`src/rtl/tdm_pkg.sv`:
```
// tdm_pkg: shared types and defaults for the TDM shared-multiplier path
//   (used by both the receive-side deframer and the transmit-side mux).
package tdm_pkg;
   localparam int DEF_NUM_CH = 4;
   localparam int DEF_DATA_W = 16;
   localparam int CH_W = $clog2(DEF_NUM_CH);
   typedef enum logic {IDLE, COLLECT} state_t;
   typedef logic signed [DEF_NUM_CH-1:0][DEF_DATA_W-1:0] frame_t;
endpackage

```
`src/rtl/tdm_frame_buf.sv`:
```
// tdm_frame_buf: assembly buffer plus held output frame register.
//   Clock_20M, Ex_Rst_n : clock, async active-low reset
//   wr, slot, din       : write din into assembly slot
//   complete            : latch buffer (with this write merged) into frame
//   ready               : downstream accept of the held frame
//   valid, frame        : held frame and its valid flag
module tdm_frame_buf import tdm_pkg::*; #(
   parameter int NUM_CH = DEF_NUM_CH,
   parameter int DATA_W = DEF_DATA_W,
   localparam int CHW = $clog2(NUM_CH)
) (
   input  logic                       Clock_20M,
   input  logic                       Ex_Rst_n,
   input  logic                       wr,
   input  logic [CHW-1:0]             slot,
   input  logic signed [DATA_W-1:0]   din,
   input  logic                       complete,
   input  logic                       ready,
   output logic                       valid,
   output logic [NUM_CH*DATA_W-1:0]   frame
);
   logic [NUM_CH-1:0][DATA_W-1:0] asm, nxt;
   // The completing beat is merged combinationally so the frame loads on its own edge.
   always_comb begin
      nxt = asm;
      if (wr) nxt[slot] = din;
   end
   always_ff @(posedge Clock_20M or negedge Ex_Rst_n) begin
      if (!Ex_Rst_n) begin
         asm   <= '0;
         valid <= 1'b0;
         frame <= '0;
      end else begin
         if (wr) asm <= nxt;
         if (complete) begin
            frame <= nxt;
            valid <= 1'b1;
         end else if (ready) begin
            valid <= 1'b0;
         end
      end
   end
endmodule

```
`src/rtl/tdm_deframer.sv`:
```
// tdm_deframer: reassembles channel-tagged serial beats into parallel frames.
//   Clock_20M, Ex_Rst_n          : clock, async active-low reset
//   In_Valid/In_Ready            : beat handshake; In_Chan tag, In_Data sample
//   Out_Valid/Out_Ready/Out_Data : frame handshake, channel k at [k*DATA_W +: DATA_W]
//   Seq_Err, Timeout_Err         : one-cycle error pulses
//   Frame_Count                  : frames delivered, modulo 2^16
module tdm_deframer import tdm_pkg::*; #(
   parameter int NUM_CH  = DEF_NUM_CH,
   parameter int DATA_W  = DEF_DATA_W,
   parameter int TIMEOUT = 15,
   localparam int CHW = $clog2(NUM_CH)
) (
   input  logic                       Clock_20M,
   input  logic                       Ex_Rst_n,
   input  logic                       In_Valid,
   output logic                       In_Ready,
   input  logic [CHW-1:0]             In_Chan,
   input  logic signed [DATA_W-1:0]   In_Data,
   output logic                       Out_Valid,
   input  logic                       Out_Ready,
   output logic [NUM_CH*DATA_W-1:0]   Out_Data,
   output logic                       Seq_Err,
   output logic                       Timeout_Err,
   output logic [15:0]                Frame_Count
);
   localparam int IW = $clog2(TIMEOUT + 1);
   state_t         state, state_n;
   logic [CHW-1:0] exp, exp_n, slot;
   logic [IW-1:0]  idle, idle_n;
   logic           seq_n, to_n, wr, complete, accept, last;
   assign last     = (state == COLLECT) && (exp == CHW'(NUM_CH - 1));
   // Only the completing beat can stall, and only while the previous frame is still held.
   assign In_Ready = !(last && Out_Valid && !Out_Ready);
   assign accept   = In_Valid && In_Ready;
   always_comb begin
      state_n  = state;
      exp_n    = exp;
      idle_n   = idle;
      seq_n    = 1'b0;
      to_n     = 1'b0;
      wr       = 1'b0;
      complete = 1'b0;
      slot     = exp;
      if (state == IDLE) begin
         idle_n = '0;
         if (accept) begin
            if (In_Chan == '0) begin
               wr      = 1'b1;
               slot    = '0;
               exp_n   = CHW'(1);
               state_n = COLLECT;
            end else begin
               seq_n = 1'b1;
            end
         end
      end else if (accept) begin
         idle_n = '0;
         if (In_Chan == exp) begin
            wr       = 1'b1;
            complete = last;
            exp_n    = last ? '0 : exp + CHW'(1);
            state_n  = last ? IDLE : COLLECT;
         end else if (In_Chan == '0) begin
            seq_n = 1'b1;
            wr    = 1'b1;
            slot  = '0;
            exp_n = CHW'(1);
         end else begin
            seq_n   = 1'b1;
            exp_n   = '0;
            state_n = IDLE;
         end
      end else if (!In_Valid) begin
         // A stalled beat holds idle; only genuinely empty cycles count toward timeout.
         if (idle == IW'(TIMEOUT - 1)) begin
            to_n    = 1'b1;
            idle_n  = '0;
            exp_n   = '0;
            state_n = IDLE;
         end else begin
            idle_n = idle + IW'(1);
         end
      end
   end
   always_ff @(posedge Clock_20M or negedge Ex_Rst_n) begin
      if (!Ex_Rst_n) begin
         state       <= IDLE;
         exp         <= '0;
         idle        <= '0;
         Seq_Err     <= 1'b0;
         Timeout_Err <= 1'b0;
         Frame_Count <= '0;
      end else begin
         state       <= state_n;
         exp         <= exp_n;
         idle        <= idle_n;
         Seq_Err     <= seq_n;
         Timeout_Err <= to_n;
         if (complete) Frame_Count <= Frame_Count + 16'd1;
      end
   end
   tdm_frame_buf #(.NUM_CH(NUM_CH), .DATA_W(DATA_W)) u_buf (
      .Clock_20M (Clock_20M),
      .Ex_Rst_n  (Ex_Rst_n),
      .wr        (wr),
      .slot      (slot),
      .din       (In_Data),
      .complete  (complete),
      .ready     (Out_Ready),
      .valid     (Out_Valid),
      .frame     (Out_Data)
   );
endmodule

```
`config.mk`:
```
export PLATFORM = sky130hd
export DESIGN_NAME = tdm_deframer
export DESIGN_NICKNAME = d
export VERILOG_FILES = /design/src/rtl/tdm_pkg.sv /design/src/rtl/tdm_frame_buf.sv /design/src/rtl/tdm_deframer.sv
export SDC_FILE = /design/constraint.sdc
export NUM_CORES = 1
export LEC_CHECK = 0
export CAP_MARGIN = 20
export CORE_ASPECT_RATIO = 0.5
export CORE_UTILIZATION = 50
export CTS_CLUSTER_DIAMETER = 30
export DETAILED_ROUTE_END_ITERATION = 8
export GPL_ROUTABILITY_DRIVEN = 0
export HOLD_SLACK_MARGIN = 0.02
export PLACE_DENSITY = 0.75
export SYNTH_ARGS = -nofsm -noshare
export SYNTH_HDL_FRONTEND = slang
export SYNTH_SLANG_ARGS = --single-unit
```
`constraint.sdc`:
```
create_clock -name Clock_20M -period 3.2 [get_ports Clock_20M]
set_clock_uncertainty 0.1 [all_clocks]
set_input_delay 0.64 -clock Clock_20M [delete_from_list [all_inputs] [get_ports Clock_20M]]
set_output_delay 0.64 -clock Clock_20M [all_outputs]
set_load 0.01 [all_outputs]
```
==> results.py, run 1 <==
# Generated from Yosys and OpenROAD reports
metrics = {
    "logic_synthesis": {
        "avgSynthCellArea_sq_um": 13.47,
        "synth.distinct_cells": 44,
        "async_reset_ff_frac": 1.000,
        "ys_sh_adder": 0.008079,
        "ys_cells": 460,
        "top_logic_kind": "multiplexers",
        "synth_xor_xnor_area_share": 0.02404,
        "synth_top_area_share": 0.6221,
        "synth_flop_count": 154,
        "syn_area_sq_um": 6195,
        "ys_sh_simple": 0.1014,
        "synth_cells": 460,
    },
    "setup_path": {
        "crit_path_cell_trace": "ha_1 > nand4b_1 > clkdlybuf4s50_1",
        "reg2reg_from": "exp[0]",
        "required_ps": 2460,
        "crit_path_start_kind": "flop",
        "cp-end-kind": "output port",
        "arrival_ps": 1920,
        "cp_slowest_cell": "dfrtp_1",
        "r2r_end": "u_buf.frame[36]",
        "path_class": "reg -> out",
        "crit_family": "flip-flops",
        "r2r_slack_ps": 670,
    },
    "die": {
        "die-width_um": 159.4,
        "placementRows": 28,
        "die_h_um": 80.71,
        "dieArea_sq_um": 12870,
        "core_sq_um": 11950,
    },
    "outcome": {
        "status": "complete, no violations",
    },
    "power_and_ir_drop": {
        "swShare": 0.2473,
        "clock_power_share": 0.426,
        "p_sw_mw": 1.307,
        "power-top-group": "sequential cells",
        "combPwrFrac": 0.134,
        "ir_worst_vdd_mv": 0.3535,
        "cellPowerDensity_nw_per_um2": 648.6,
    },
    "final_timing": {
        "max_slew.worst_pin.slew_ps": 495.2,
        "fmax_ghz": 0.3756,
        "hold_slack_ps": 60.34,
        "relSlewSlack": 0.6699,
        "maxSlewViolCount": 0,
        "min_period_ps": 2662,
        "setup_ws_ps": 537.8,
        "hold_viol": 0,
        "setup_viol": 0,
    },
    "route": {
        "highest_layer": "met4",
        "drt-initial-drc-count": 206,
        "drt-vias-per-instance": 5.333,
        "drc": 0,
        "drtAntennaViolNets": 0,
        "dr.pass1.iters": 5,
        "vias": 4016,
        "dr_wl_met3_um": 427,
    },
    "finish": {
        "lay_top_count": "dfrtp_1",
        "syn2layout_area_growth_pct": 31.53,
        "antenna_cells": 0,
        "fin_util": 0.6820,
        "final_cell_mix": "dfrtp_1 (154), clkdlybuf4s50_1 (104), mux2_2 (76)",
        "reg_top3": "u_buf.asm: 64 flops, u_buf.frame: 64 flops, Frame_Count: 16 flops",
    },
    "cts": {
        "hold_buffers": 0,
        "clk_latency_ps": 420,
        "htreeDepth": 4,
        "cts_tree": "done",
        "cts_resized": 0,
        "root_buffer": "clkbuf_16",
    },
    "placement": {
        "dp_hpwl_um": 8337,
        "place_ws_ps": 270.2,
        "port_buffers": 105,
    },
    "job": {
        "max-cap-violations": 0,
        "tool_warnings": 27,
    },
    "global_routing": {
        "grt_overflow": 0,
        "met3_usage": 0.04907,
        "met2_usage": 0.3697,
        "antenna_found_initial": 0,
        "grt_pass1_wl_um": 21370,
    },
}
==> run 1: how the worst max path moves through the flow <==
stage | from | to | slack (ps) | cells past startpoint
2_1_floorplan | In_Valid | u_buf.frame[37] | 830 | 6
3_3_place_gp | In_Valid | u_buf.frame[36] | 340 | 6
3_5_place_dp | In_Valid | u_buf.frame[44] | 270 | 6
4_1_cts | exp[0] | In_Ready | 520 | 3
6_report | exp[0] | In_Ready | 540 | 3
5_1_grt | exp[0] | In_Ready | 420 | 3
==> run 1: cell type report <==
class / instances / area [sq um]
sequential: 154 / 3854
fill: 863 / 3799
multi-input combinational: 280 / 2202
timing repair buffer: 117 / 1205
clock buffer: 18 / 429.2
clock inverter: 14 / 232.7
tap: 165 / 206.4
inverter: 5 / 18.77
Figure 1. Clock routing (run 1).
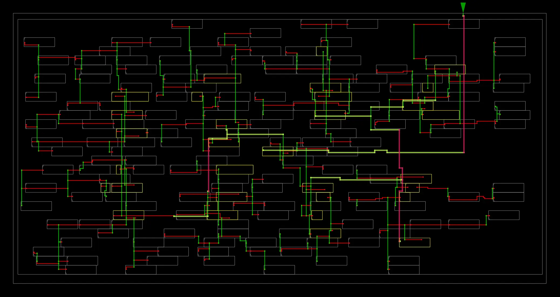
clock buf count: 18
P_clk: 2.25 mW

Figure 2. Signal wires on met3 (run 1).
(3 px per um)
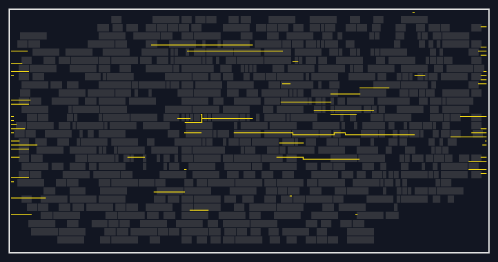
The wires run mostly horizontal. 48 nets have wire on it. The layer holds 3.3% of the routed length. The longest straight run is 33.6 um. The layer carries 428 um of wire.

Figure 3. Signal metal coverage by tile (run 1).
(3 px per um) The die is cut into 32 by 16 equal tiles; dark purple is low, yellow is high, scaled to the fullest tile. Values are wire area over tile area, all layers added.
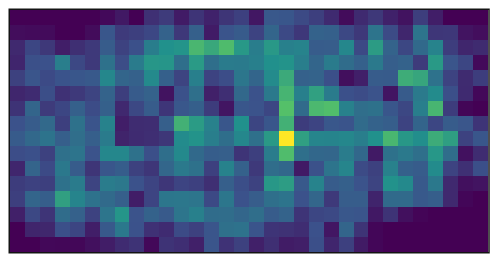
8.0% of the tiles are over half the peak. 8.2% of the tiles are nearly empty. The mean over all tiles is 0.15. The fullest tile reaches 0.59. The emptiest ninth of the die: bottom right. The densest ninth of the die: middle.
routed len/inst: 17.19 um
GRT Total Usage: 0.2190
Post-Route WL: 12950 um

Figure 4. Placed cells, one colour a class (run 1).
(4 px per um)
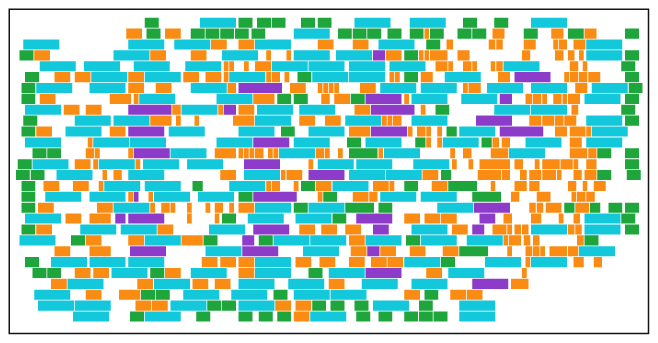
Orange shows remaining logic cells, cells 285. Green shows remaining buffers and delay cells, cells 117. Purple shows clock drivers and dummy loads, cells 32. Cyan shows sequential cells, cells 154.

==> inputs of run 2 (changes only) <==
--- a/config.mk
+++ b/config.mk
@@ -7,7 +7,7 @@
 export LEC_CHECK = 0
 export CAP_MARGIN = 20
 export CORE_ASPECT_RATIO = 0.5
-export CORE_UTILIZATION = 50
+export CORE_UTILIZATION = 48
 export CTS_CLUSTER_DIAMETER = 30
 export DETAILED_ROUTE_END_ITERATION = 8
 export GPL_ROUTABILITY_DRIVEN = 0
==> constraint.sdc (replaced) <==
create_clock -name Clock_20M -period 2.3 [get_ports Clock_20M]
set_clock_uncertainty 0.1 [all_clocks]
set_input_delay 0.46 -clock Clock_20M [delete_from_list [all_inputs] [get_ports Clock_20M]]
set_output_delay 0.46 -clock Clock_20M [all_outputs]
set_load 0.01 [all_outputs]
Figure 5. Signal wires on met3 (run 2).
(3 px per um)
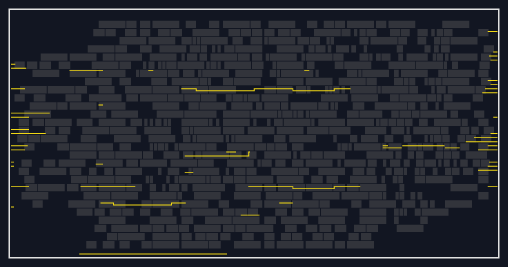
41 nets have wire on it. The longest straight run is 49.0 um. The layer carries 405 um of wire. The wires run mostly horizontal.

Figure 6. Signal metal coverage by tile (run 2).
(3 px per um) The die is cut into 33 by 16 equal tiles; dark purple is low, yellow is high, scaled to the fullest tile. Values are wire area over tile area, all layers added.
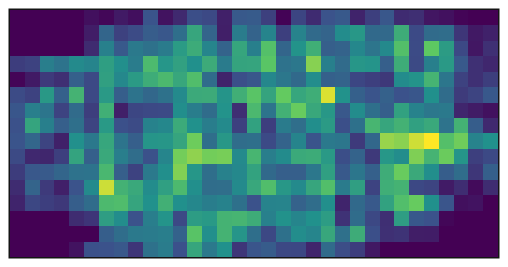
26% of the tiles are over half the peak. The densest ninth of the die: middle. 9.8% of the tiles are nearly empty. The fullest tile reaches 0.41.
Post-Route WL: 12860 um
routed len/inst: 16.52 um
vias post-DR: 4001
GRT Total Usage: 0.2077

==> run 2 against run 1 <==
Against the previous run:
- sequential share of layout area fell by 1.5 points
- worst setup slack lost 450 ps
- core utilization is 0.88 points higher
- global-route usage decreased by 1.1 points
- sequential power up 38%
- design area rose by 3.4%
- register-to-register slack lost 540 ps
- die area up 4.1%
- total power grew 39%
- final cell count grew 3.3%
- non-clock buffer count rose by 25
- critical path type is now in -> out
- largest cell class unchanged
- highest routed layer unchanged
==> results.py, run 2 <==
# Generated from Yosys and OpenROAD reports
metrics = {
    "logic_synthesis": {
        "synth_cells": 460,
        "syn_area_sq_um": 6195,
        "synth_top_area_share": 0.6221,
        "synth.distinct_cells": 44,
        "synth_xor_xnor_area_share": 0.02404,
        "top_logic_kind": "multiplexers",
        "ys_sh_adder": 0.008079,
        "muxShareOfSynthArea": 0.1893,
        "ys_cells": 460,
        "ys_sh_simple": 0.1014,
        "async_reset_ff_frac": 1.000,
        "synth_flop_count": 154,
        "avgSynthCellArea_sq_um": 13.47,
    },
    "setup_path": {
        "reg2reg_from": "exp[1]",
        "crit_path_end": "In_Ready",
        "arrival_ps": 1650,
        "crit_path_start_kind": "input port",
        "r2r_end": "u_buf.frame[36]",
        "cp_slowest_cell": "clkdlybuf4s50_1",
        "crit_path_cell_trace": "clkdlybuf4s50_1 > buf_4 > nand4b_1 > buf_4 > dlygate4sd2_1",
        "r2r_slack_ps": 130,
        "required_ps": 1740,
        "path_class": "in -> out",
        "startpoint": "Out_Ready",
    },
    "final_timing": {
        "fmax_ghz": 0.4515,
        "min_period_ps": 2215,
        "setup_viol": 0,
        "maxSlewViolCount": 0,
        "hold_viol": 0,
        "relSlewSlack": 0.6739,
        "max_slew.worst_pin.slew_ps": 489.2,
        "hold_slack_ps": 364.0,
    },
    "cts": {
        "path_clk_slew_ps": 60,
        "cts_tree": "done",
        "cts_resized": 1,
        "root_buffer": "clkbuf_16",
        "htreeDepth": 4,
        "hold_buffers": 1,
    },
    "die": {
        "dieArea_sq_um": 13390,
        "die_h_um": 82.33,
        "die-width_um": 162.7,
        "core_sq_um": 12190,
        "placementRows": 28,
    },
    "route": {
        "dr_wl_met3_um": 405,
        "drtAntennaViolNets": 0,
        "drt-initial-drc-count": 218,
        "drc": 0,
        "highest_layer": "met4",
        "dr.pass1.iters": 4,
    },
    "placement": {
        "place_ws_ps": -344.4,
        "port_buffers": 105,
        "dp_hpwl_um": 8632,
    },
    "finish": {
        "fin_util": 0.6908,
        "antenna_cells": 0,
        "final_cell_mix": "dfrtp_1 (154), clkdlybuf4s50_1 (103), mux2_2 (76)",
        "reg_top3": "u_buf.asm: 64 flops, u_buf.frame: 64 flops, Frame_Count: 16 flops",
        "syn2layout_area_growth_pct": 35.95,
        "lay_top_count": "dfrtp_1",
    },
    "global_routing": {
        "grt_overflow": 0,
        "antenna_found_initial": 0,
        "met2_usage": 0.3521,
        "met3_usage": 0.04795,
    },
    "power_and_ir_drop": {
        "p_seq_mw": 3.20,
        "p_sw_mw": 1.769,
        "clock_power_share": 0.415,
        "cellPowerDensity_nw_per_um2": 872.3,
        "power-top-group": "sequential cells",
        "pg_clk_mw": 3.05,
        "combPwrFrac": 0.149,
        "ir_worst_vdd_mv": 0.4485,
        "swShare": 0.2408,
        "p_total_mw": 7.347,
    },
    "min_path": {
        "min_path_type": "reg -> reg",
        "min_path_cells": 1,
    },
    "outcome": {
        "status": "complete, no violations",
    },
    "job": {
        "max-cap-violations": 0,
        "tool_warnings": 28,
    },
}
==> run 2: netlist changes by cell type in the layout (fill, tap and decap cells not counted), sizes merged <==
| cell | before | now |
|---|---|---|
| buf | 13 | 37 |
| clkbuf | 18 | 19 |
| clkdlybuf4s50 | 104 | 103 |
| clkinv | 1 | 2 |
| clkinvlp | 1 | 2 |
| dlygate4sd2 | 0 | 1 |
| dlygate4sd3 | 0 | 1 |
| inv | 12 | 9 |
==> run 2: final cells by class <==
class                           count  area [sq um]
Clock buffer                       19         432.9
Clock inverter                     13         214.0
Sequential cell                   154          3854
Fill cell                         888          3770
Tap cell                          165         206.4
Multi-Input combinational cell    280          2252
Timing Repair Buffer              142          1444
Inverter                            5         18.77
==> run 2: critical path: cells and delay by family <==
family / cells / cell delay, ps
buffers and inverters: 4 / 1000
and+or+nand+nor: 1 / 200
No activity file was given, so power comes from the tool's default toggle rates.
